--- src/rtl/mem_access_unit.sv ---
// Load/store unit between the pipeline and a single-ported, combinationally-read data memory.
// Latency from accepting edge to resp_valid: error 1, load 2, word store 2, sub-word store 3.
// No backpressure on responses; req_ready is high only while idle, so requests wait upstream.
//
// Ports:
//   clk, rst_n                     clock, asynchronous active-low reset
//   req_valid/req_ready            request handshake (accepted on posedge when both high)
//   req_write, req_size, req_signed, req_addr, req_wdata   request fields
//   resp_valid, resp_rdata, resp_err                       one-cycle completion pulse
//   dm_address, dm_write, dm_wdata, dm_rdata               data memory port (word indexed)
module mem_access_unit #(
    parameter int DM_WORDS = 1024
) (
    input  logic        clk,
    input  logic        rst_n,
    input  logic        req_valid,
    output logic        req_ready,
    input  logic        req_write,
    input  logic [1:0]  req_size,
    input  logic        req_signed,
    input  logic [31:0] req_addr,
    input  logic [31:0] req_wdata,
    output logic        resp_valid,
    output logic [31:0] resp_rdata,
    output logic        resp_err,
    output logic [31:0] dm_address,
    output logic        dm_write,
    output logic [31:0] dm_wdata,
    input  logic [31:0] dm_rdata
);

    localparam logic [1:0]  SZ_BYTE  = 2'b00;
    localparam logic [1:0]  SZ_HALF  = 2'b01;
    localparam logic [1:0]  SZ_WORD  = 2'b10;
    localparam logic [1:0]  SZ_ILL   = 2'b11;
    localparam logic [31:0] DM_LIMIT = 32'(DM_WORDS);

    typedef enum logic [1:0] {
        IDLE = 2'd0,
        RD   = 2'd1,
        WR   = 2'd2,
        RESP = 2'd3
    } state_t;

    state_t      state;

    // Captured request. The word part of the address lives in dm_address,
    // so only the byte offset within the word is kept here.
    logic [1:0]  off_q;
    logic [1:0]  size_q;
    logic        signed_q;
    logic        write_q;
    logic [31:0] wdata_q;

    // Request decode, evaluated on the incoming request while idle.
    logic        req_misaligned;
    logic        req_out_of_range;
    logic        req_error;

    always_comb begin
        req_misaligned   = ((req_size == SZ_HALF) && req_addr[0]) ||
                           ((req_size == SZ_WORD) && (req_addr[1:0] != 2'b00));
        req_out_of_range = ({2'b00, req_addr[31:2]} >= DM_LIMIT);
        req_error        = (req_size == SZ_ILL) || req_misaligned || req_out_of_range;
    end

    // Read-modify-write merge: the word read in RD with only the addressed lane replaced.
    logic [31:0] merged;

    always_comb begin
        merged = dm_rdata;
        case (size_q)
            SZ_BYTE: merged[{off_q, 3'b000} +: 8]     = wdata_q[7:0];
            SZ_HALF: merged[{off_q[1], 4'b0000} +: 16] = wdata_q[15:0];
            default: merged = wdata_q;
        endcase
    end

    // Load extraction: shift the addressed lane down to bit 0, then extend.
    logic [31:0] lane;
    logic [31:0] load_ext;

    always_comb begin
        lane = dm_rdata >> {off_q, 3'b000};
        case (size_q)
            SZ_BYTE: load_ext = {{24{signed_q & lane[7]}}, lane[7:0]};
            SZ_HALF: load_ext = {{16{signed_q & lane[15]}}, lane[15:0]};
            default: load_ext = dm_rdata;
        endcase
    end

    always_ff @(posedge clk or negedge rst_n) begin
        if (!rst_n) begin
            state      <= IDLE;
            req_ready  <= 1'b1;
            resp_valid <= 1'b0;
            resp_rdata <= 32'h0;
            resp_err   <= 1'b0;
            dm_address <= 32'h0;
            dm_write   <= 1'b0;
            dm_wdata   <= 32'h0;
            off_q      <= 2'b00;
            size_q     <= 2'b00;
            signed_q   <= 1'b0;
            write_q    <= 1'b0;
            wdata_q    <= 32'h0;
        end else begin
            case (state)
                IDLE: begin
                    if (req_valid) begin
                        off_q      <= req_addr[1:0];
                        size_q     <= req_size;
                        signed_q   <= req_signed;
                        write_q    <= req_write;
                        wdata_q    <= req_wdata;
                        req_ready  <= 1'b0;
                        resp_rdata <= 32'h0;
                        if (req_error) begin
                            // Memory is never touched for a bad request.
                            state      <= RESP;
                            resp_valid <= 1'b1;
                            resp_err   <= 1'b1;
                        end else begin
                            dm_address <= {2'b00, req_addr[31:2]};
                            if (req_write && (req_size == SZ_WORD)) begin
                                // Whole-word store needs no read.
                                state    <= WR;
                                dm_write <= 1'b1;
                                dm_wdata <= req_wdata;
                            end else begin
                                state <= RD;
                            end
                        end
                    end
                end

                RD: begin
                    if (write_q) begin
                        state    <= WR;
                        dm_write <= 1'b1;
                        dm_wdata <= merged;
                    end else begin
                        state      <= RESP;
                        resp_valid <= 1'b1;
                        resp_rdata <= load_ext;
                    end
                end

                WR: begin
                    state      <= RESP;
                    dm_write   <= 1'b0;
                    resp_valid <= 1'b1;
                end

                RESP: begin
                    state      <= IDLE;
                    req_ready  <= 1'b1;
                    resp_valid <= 1'b0;
                    resp_err   <= 1'b0;
                    resp_rdata <= 32'h0;
                end

                default: begin
                    state     <= IDLE;
                    req_ready <= 1'b1;
                    dm_write  <= 1'b0;
                end
            endcase
        end
    end

endmodule

--- config.mk ---
export PLATFORM = sky130hd
export DESIGN_NAME = mem_access_unit
export DESIGN_NICKNAME = d
export VERILOG_FILES = /design/src/rtl/mem_access_unit.sv
export SDC_FILE = /design/constraint.sdc
export NUM_CORES = 1
export LEC_CHECK = 0
export CAP_MARGIN = 30
export CELL_PAD_IN_SITES_DETAIL_PLACEMENT = 2
export CELL_PAD_IN_SITES_GLOBAL_PLACEMENT = 2
export CORE_ASPECT_RATIO = 0.6
export CORE_MARGIN = 4
export CORE_UTILIZATION = 32
export CTS_CLUSTER_SIZE = 8
export DETAILED_ROUTE_END_ITERATION = 10
export PLACE_DENSITY = 0.87
export RECOVER_POWER = 25
export SKIP_LAST_GASP = 1
export SYNTH_ARGS = -nofsm -noshare
export SYNTH_HDL_FRONTEND = slang
export SYNTH_SLANG_ARGS = --single-unit
export TNS_END_PERCENT = 100
--- constraint.sdc ---
create_clock -name clk -period 4 [get_ports clk]
set_input_delay 1 -clock clk [delete_from_list [all_inputs] [get_ports clk]]
set_output_delay 1 -clock clk [all_outputs]
set_load 0.1 [all_outputs]
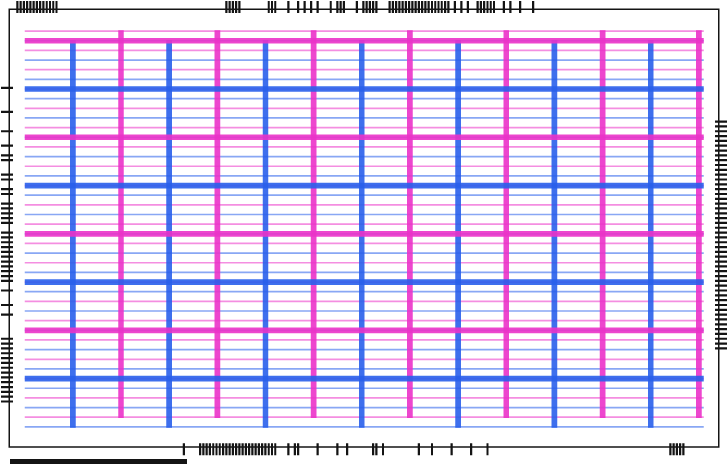
Figure 1: run 1, power grid.
Scale bar: 50 um. Pins as bars on the die edge.
blue -> VSS
magenta -> VDD
met1 rails = 42
met5 straps = 8
met4 straps = 14
rows = 41

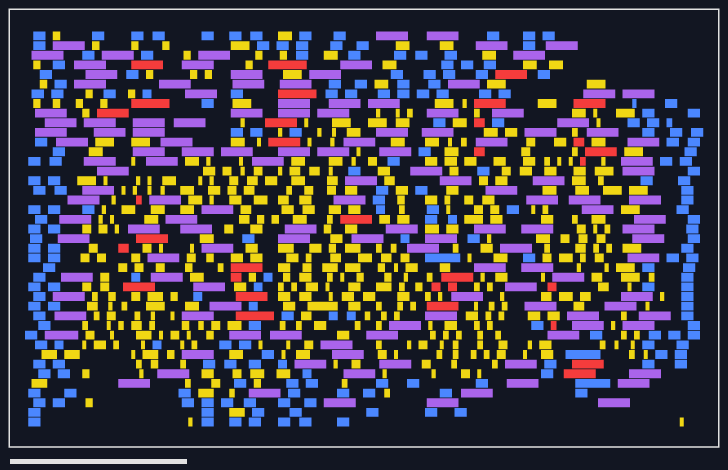
Figure 2: run 1, placement by cell class.
Scale bar: 50 um.
blue -> other buffers and delay cells  # cells 218, share of their area 23%
purple -> flops  # cells 138, share of their area 36%
yellow -> all other logic  # cells 444, share of their area 35%
red -> clock drivers and dummy loads  # cells 32, share of their area 6.5%

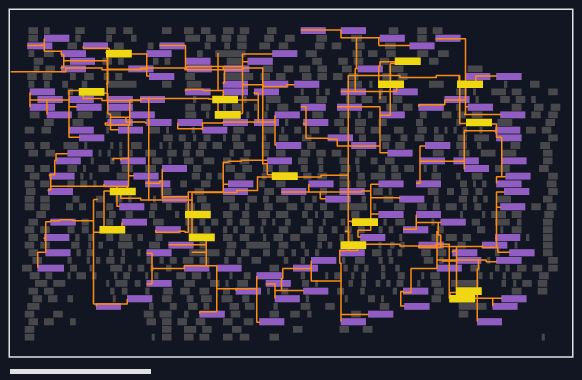
Figure 3: run 1, routed clock nets over the placement.
Scale bar: 50 um.
yellow -> cells driving clock nets  # count 17
purple -> flip-flops  # count 138
orange -> clock wires  # length 2170 um
flops lie = all over the die

==> results_slide.txt, run 1 <==
Synthesis and Place & Route Summary

Synthesis
  • XORs/XNORs by Area: 0%
  • Mux share of post-synthesis cell area: 16.81%
  • Commonest cells in the synthesized netlist: 137 x dfrtp_1, 54 x nor2_1, 50 x mux2_2
  • Top non-seq family: AND-OR/OR-AND gates
  • Top cells by area: dfrtp_1 49%, mux2_2 8.0%, mux2_4 4.7%
  • Distinct lib cells: 47
  • Aoi share: 17.34%
  • Synth top cell by count: dfrtp_1
  • Ys cells: 631
  • Yosys Chip Area: 7042 um2
  • Post-synth EDFFs: 0

Detailed routing
  • WL/cell: 25.86 um
  • Drt total wl: 28730 um
  • DRC: 0
  • Antenna viol nets, final: 0
  • Via-to-Cell Ratio: 5.616
  • Iter 0 DRT Violations: 421

Worst setup path
  • Launch point of the worst path: req_size[0]
  • Crit Path Category: in -> reg
  • Reg2reg end: dm_wdata[0]$_DFFE_PN0P_

Place
  • Inst Count DP: 1079
  • Placer Congestion: 0.8299
  • PortBufs: 200

Clock tree
  • CTS Root Cell: clkbuf_16
  • Clk buf depth: 2
  • Setup repair bufs after CTS: 0
  • Sinks on Clock Net: 138

Global route
  • Vias in the first global route: 6769
  • Total Routing Usage GR: 23.68%

Pwr
  • Part of the power in registers: 24.3%
  • Internal Power: 4856 uW
  • Worst vdd ir: 0.0005870 V
  • Clock share of power: 16.4%

Run status
  • Status: finished, violations left
  • Violated checks: capacitance limit, slew limit

Final timing
  • Hold slack: 0.4836 ns
  • Max-slew violations: 85
  • Final Critical Period: 3.434 ns
  • Rel. slew slack: -49.85%
  • RSZ-0062 raised after global routing: false
  • Setup_tns: 0 ns
  • Fmax: 291.2 MHz
  • Hold Vio Cnt, Final: 0

Run
  • MaxCap Viol Count: 1

Layout
  • Share of layout cells above drive strength 1: 16.47%
  • Fin cells: 1111

Die
  • I/O pins: 203
  • Die Y: 122.9 um
-- run 1: per-stage QoR --
step / instance area, um2 / total power [uW] / setup WS, ns
global route: 9971 / 10870 / 0.4666
finish: 9971 / 10390 / 0.5661
floorplan: 7046 / 6828 / 1.422
CTS: 9981 / 10420 / 0.5559
global placement: 9271 / 8337 / 0.3189
detailed placement: 9354 / 8614 / 0.1912
-- run 1: sequential cells by signal (all words and copies together) (netlist names), 2 cells and up --
| signal | flops |
|---|---|
| dm_wdata | 32 |
| off_q | 2 |
| size_q | 2 |
| dm_address | 30 |
| state | 2 |
| wdata_q | 32 |
| resp_rdata | 32 |
-- run 1: layer usage --
metal,wire length (um),global-route usage [%],vias up
li1,-,-,2720
met1,13350,33.10,3272
met2,13410,37.54,219
met3,1639,6.073,28
met4,324,4.919,0
met5,0,0,-
-- run 1: critical path, stage by stage --
cell and delay, ns:
clkdlybuf4s50_1 0.55, nor3_1 0.11, o211a_1 0.26, a21oi_1 0.70, or3_1 0.22, buf_4 0.46
mux2_2 0.41
-- run 1: layout make-up --
cell class | count | area (um2)
Fill cell | 2190 | 11370
Sequential cell | 138 | 3455
Multi-Input combinational cell | 435 | 3321
Timing Repair Buffer | 218 | 2186
Clock buffer | 17 | 425.4
Tap cell | 279 | 349.1
Clock inverter | 15 | 201.4
Inverter | 9 | 33.78
-- run 1: cell families (layout without fill, tap and decap cells) --
group	after synthesis	count (layout)
other	1	2
adders and majority gates	9	9
buffers and inverters	59	259
and+or+nand+nor	151	151
DFF	138	138
AOI/OAI and AO/OA	172	172
muxes	101	101
-- run 1: power by group through the flow --
stage	logic (uW)	registers, uW	clock network [uW]
floorplan	2180	4650	0
global placement	5860	2470	0
detailed placement	6100	2510	0
CTS	6170	2510	1740
global route	6470	2580	1820
finish	6170	2520	1700
Figure 4. Cell outlines without signal wires (run 1).
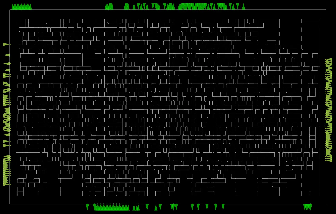

==> run 2, diff against run 1 <==
CAP_MARGIN = 20   (was 30)
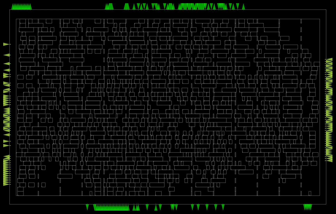
Figure 5: run 2, cell outlines without signal wires.
fillers: 2150
tapcell count: 279
sequential cell area share: 34.76%
seq_cells: 138
Core ar.: 21340 um2

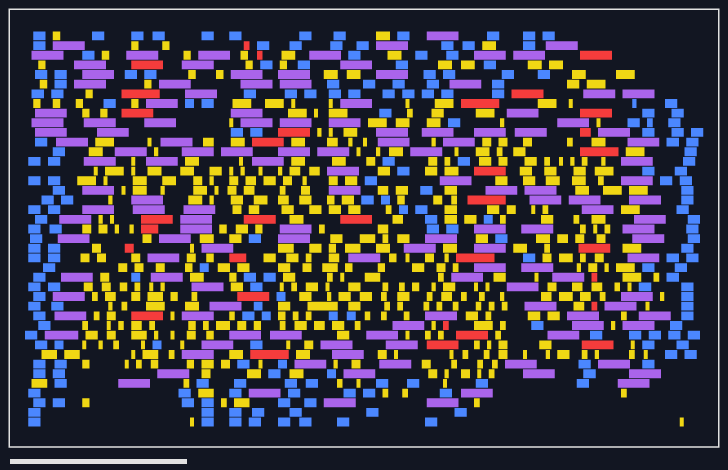
Figure 6: run 2, placement by cell class.
Scale bar: 50 um.
red -> clock drivers and dummy loads  # cells 32, share of their area 7.0%
yellow -> all other logic  # cells 444, share of their area 35%
purple -> flops  # cells 138, share of their area 36%
blue -> other buffers and delay cells  # cells 215, share of their area 22%

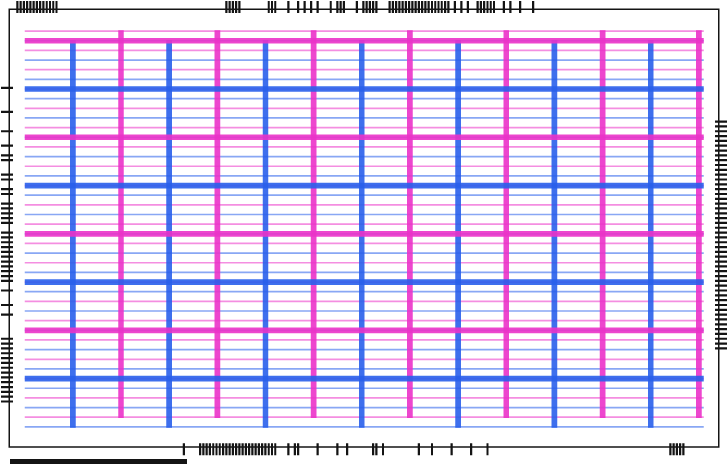
Figure 7: run 2, power grid.
Scale bar: 50 um. Pins as bars on the die edge.
blue -> VSS
magenta -> VDD
rows = 41
met5 straps = 8
met1 rails = 42

==> run 2 against run 1 <==
The run still ends with capacitance limit, slew limit left. Global-route usage decreased by 0.087 points. Via count fell by 0.64%. Register-to-register slack better by 0.03 ns. Sequential power about the same. Clock skew is 0.0051 ns higher. Flip-flop count did not move. Largest power group unchanged. Total power increased by 0.48%. Hold slack worse by 0.0040 ns. Fmax is 1.7% higher. Critical path type unchanged. Non-clock buffer count shrank 3. Cell count shrank 0.18%.
==> results_slide.txt, run 2 <==
Synthesis and Place & Route Summary

Detailed routing
  • Via-to-Cell Ratio: 5.590 (-0.46%)
  • Top Layer Used: met4
  • Antenna viol nets, final: 0 (unchanged)
  • Iter 0 DRT Violations: 330 (-22%)
  • M1 WL: 13280 um (-0.53%)
  • WL met3: 1659 um (+1.2%)
  • WL/cell: 25.90 um (+0.16%)
  • DRC: 0 (unchanged)
  • Drt total wl: 28720 um (about the same)

Final timing
  • Final Critical Period: 3.375 ns (-0.05853 ns)
  • Max-slew violations: 85 (unchanged)
  • Hold slack: 0.4796 ns (-0.003991 ns)
  • Hold Vio Cnt, Final: 0 (unchanged)
  • RSZ-0062 raised after global routing: false
  • Fmax: 296.3 MHz (+1.7%)

Clock tree
  • CTS Root Cell: clkbuf_16
  • Clk buf depth: 2 (unchanged)
  • CTS tree: done
  • Sinks on Clock Net: 138 (unchanged)
  • Setup repair bufs after CTS: 0 (unchanged)

Synthesis
  • Top cells by area: dfrtp_1 49%, mux2_2 8.0%, mux2_4 4.7%
  • Post-Syn Area: 7042 um2
  • XORs/XNORs by Area: 0% (unchanged)
  • Distinct lib cells: 47 (unchanged)
  • Top non-seq family: AND-OR/OR-AND gates
  • Aoi share: 17.34% (unchanged)
  • Mux share of post-synthesis cell area: 16.81% (unchanged)
  • Post-synth EDFFs: 0 (unchanged)
  • Commonest cells in the synthesized netlist: 137 x dfrtp_1, 54 x nor2_1, 50 x mux2_2
  • Yosys Chip Area: 7042 um2 (unchanged)
  • Ys cells: 631 (unchanged)
  • Synth top cell by count: dfrtp_1

Pwr
  • Pwr Total: 10440 uW (+0.48%)
  • Leak: 0.004258 uW
  • Worst vdd ir: 0.0005596 V (-4.7%)

Run status
  • Violated checks: capacitance limit, slew limit
  • Status: finished, violations left

Layout
  • P&R area growth vs syn: 41.13%
  • Share of layout cells above drive strength 1: 16.16% (-0.30 points)
  • Biggest regs: dm_wdata (32), resp_rdata (32), wdata_q (32)

Worst setup path
  • Reg2reg end: dm_wdata[0]$_DFFE_PN0P_

Place
  • PortBufs: 200 (unchanged)

Run
  • MaxCap Viol Count: 1 (unchanged)

Die
  • I/O pins: 203 (unchanged)
  • Die Y: 122.9 um (unchanged)

Global route
  • M1 GR Usage: 33.13% (about the same)
  • Vias in the first global route: 6737 (-0.47%)
  • Total Routing Usage GR: 23.60% (-0.087 points)
  • Top Usage Layer GRT: met2
  • Met3 Usage GRT: 5.038% (-1.0 points)
## run 2: where the power goes
group	internal, uW	total (uW)	leakage, uW	switching [uW]
Combinational	1790	6070	0.00217	4270
Clock	1200	1850	0.000332	657
Sequential	1950	2520	0.00176	576
Total	4940	10400	0.00426	5510
## run 2: how the worst max path moves through the flow
| stage | from | to | slack (ns) | depth (start not counted) |
|---|---|---|---|---|
| detailed placement | req_size[0] | dm_wdata[0]$_DFFE_PN0P_ | 0.17 | 7 |
| global route | req_size[0] | dm_wdata[0]$_DFFE_PN0P_ | 0.46 | 7 |
| CTS | req_size[0] | dm_wdata[0]$_DFFE_PN0P_ | 0.64 | 7 |
| finish | req_size[0] | dm_wdata[0]$_DFFE_PN0P_ | 0.62 | 7 |
| global placement | req_size[0] | dm_wdata[0]$_DFFE_PN0P_ | 0.32 | 7 |
| floorplan | req_addr[12] | dm_wdata[16]$_DFFE_PN0P_ | 1.42 | 7 |
## run 2: through the flow
stage	cells	setup slack [ns]	cell area [um2]
after global placement	1076	0.3189	9271
after CTS	1108	0.6414	9946
after global routing	1109	0.4555	9938
after floorplan	632	1.422	7046
final	1109	0.6247	9938
after detailed placement	1076	0.1734	9271
## run 2: layout make-up
class	count	area, um2
fill	2150	11400
sequential	138	3455
multi-input combinational	435	3321
timing repair buffer	215	2103
clock buffer	19	452.9
tap	279	349.1
clock inverter	13	221.5
inverter	9	33.78
antenna	1	2.502
## run 2: worst max-delay path: stages
cell and delay, ns:
clkdlybuf4s50_1 0.55, nor3_1 0.11, o211a_1 0.25, a21oi_1 0.67, or3_1 0.21, buf_4 0.46
mux2_2 0.41
## run 2: kinds of logic after synthesis
family | Yosys count
other | 1
multiplexers | 101
flip-flops | 138
buffers and inverters | 59
AND/OR/NAND/NOR | 151
adder cells (fa/ha/maj) | 9
AND-OR/OR-AND | 172
Power and IR drop assume default switching activity.
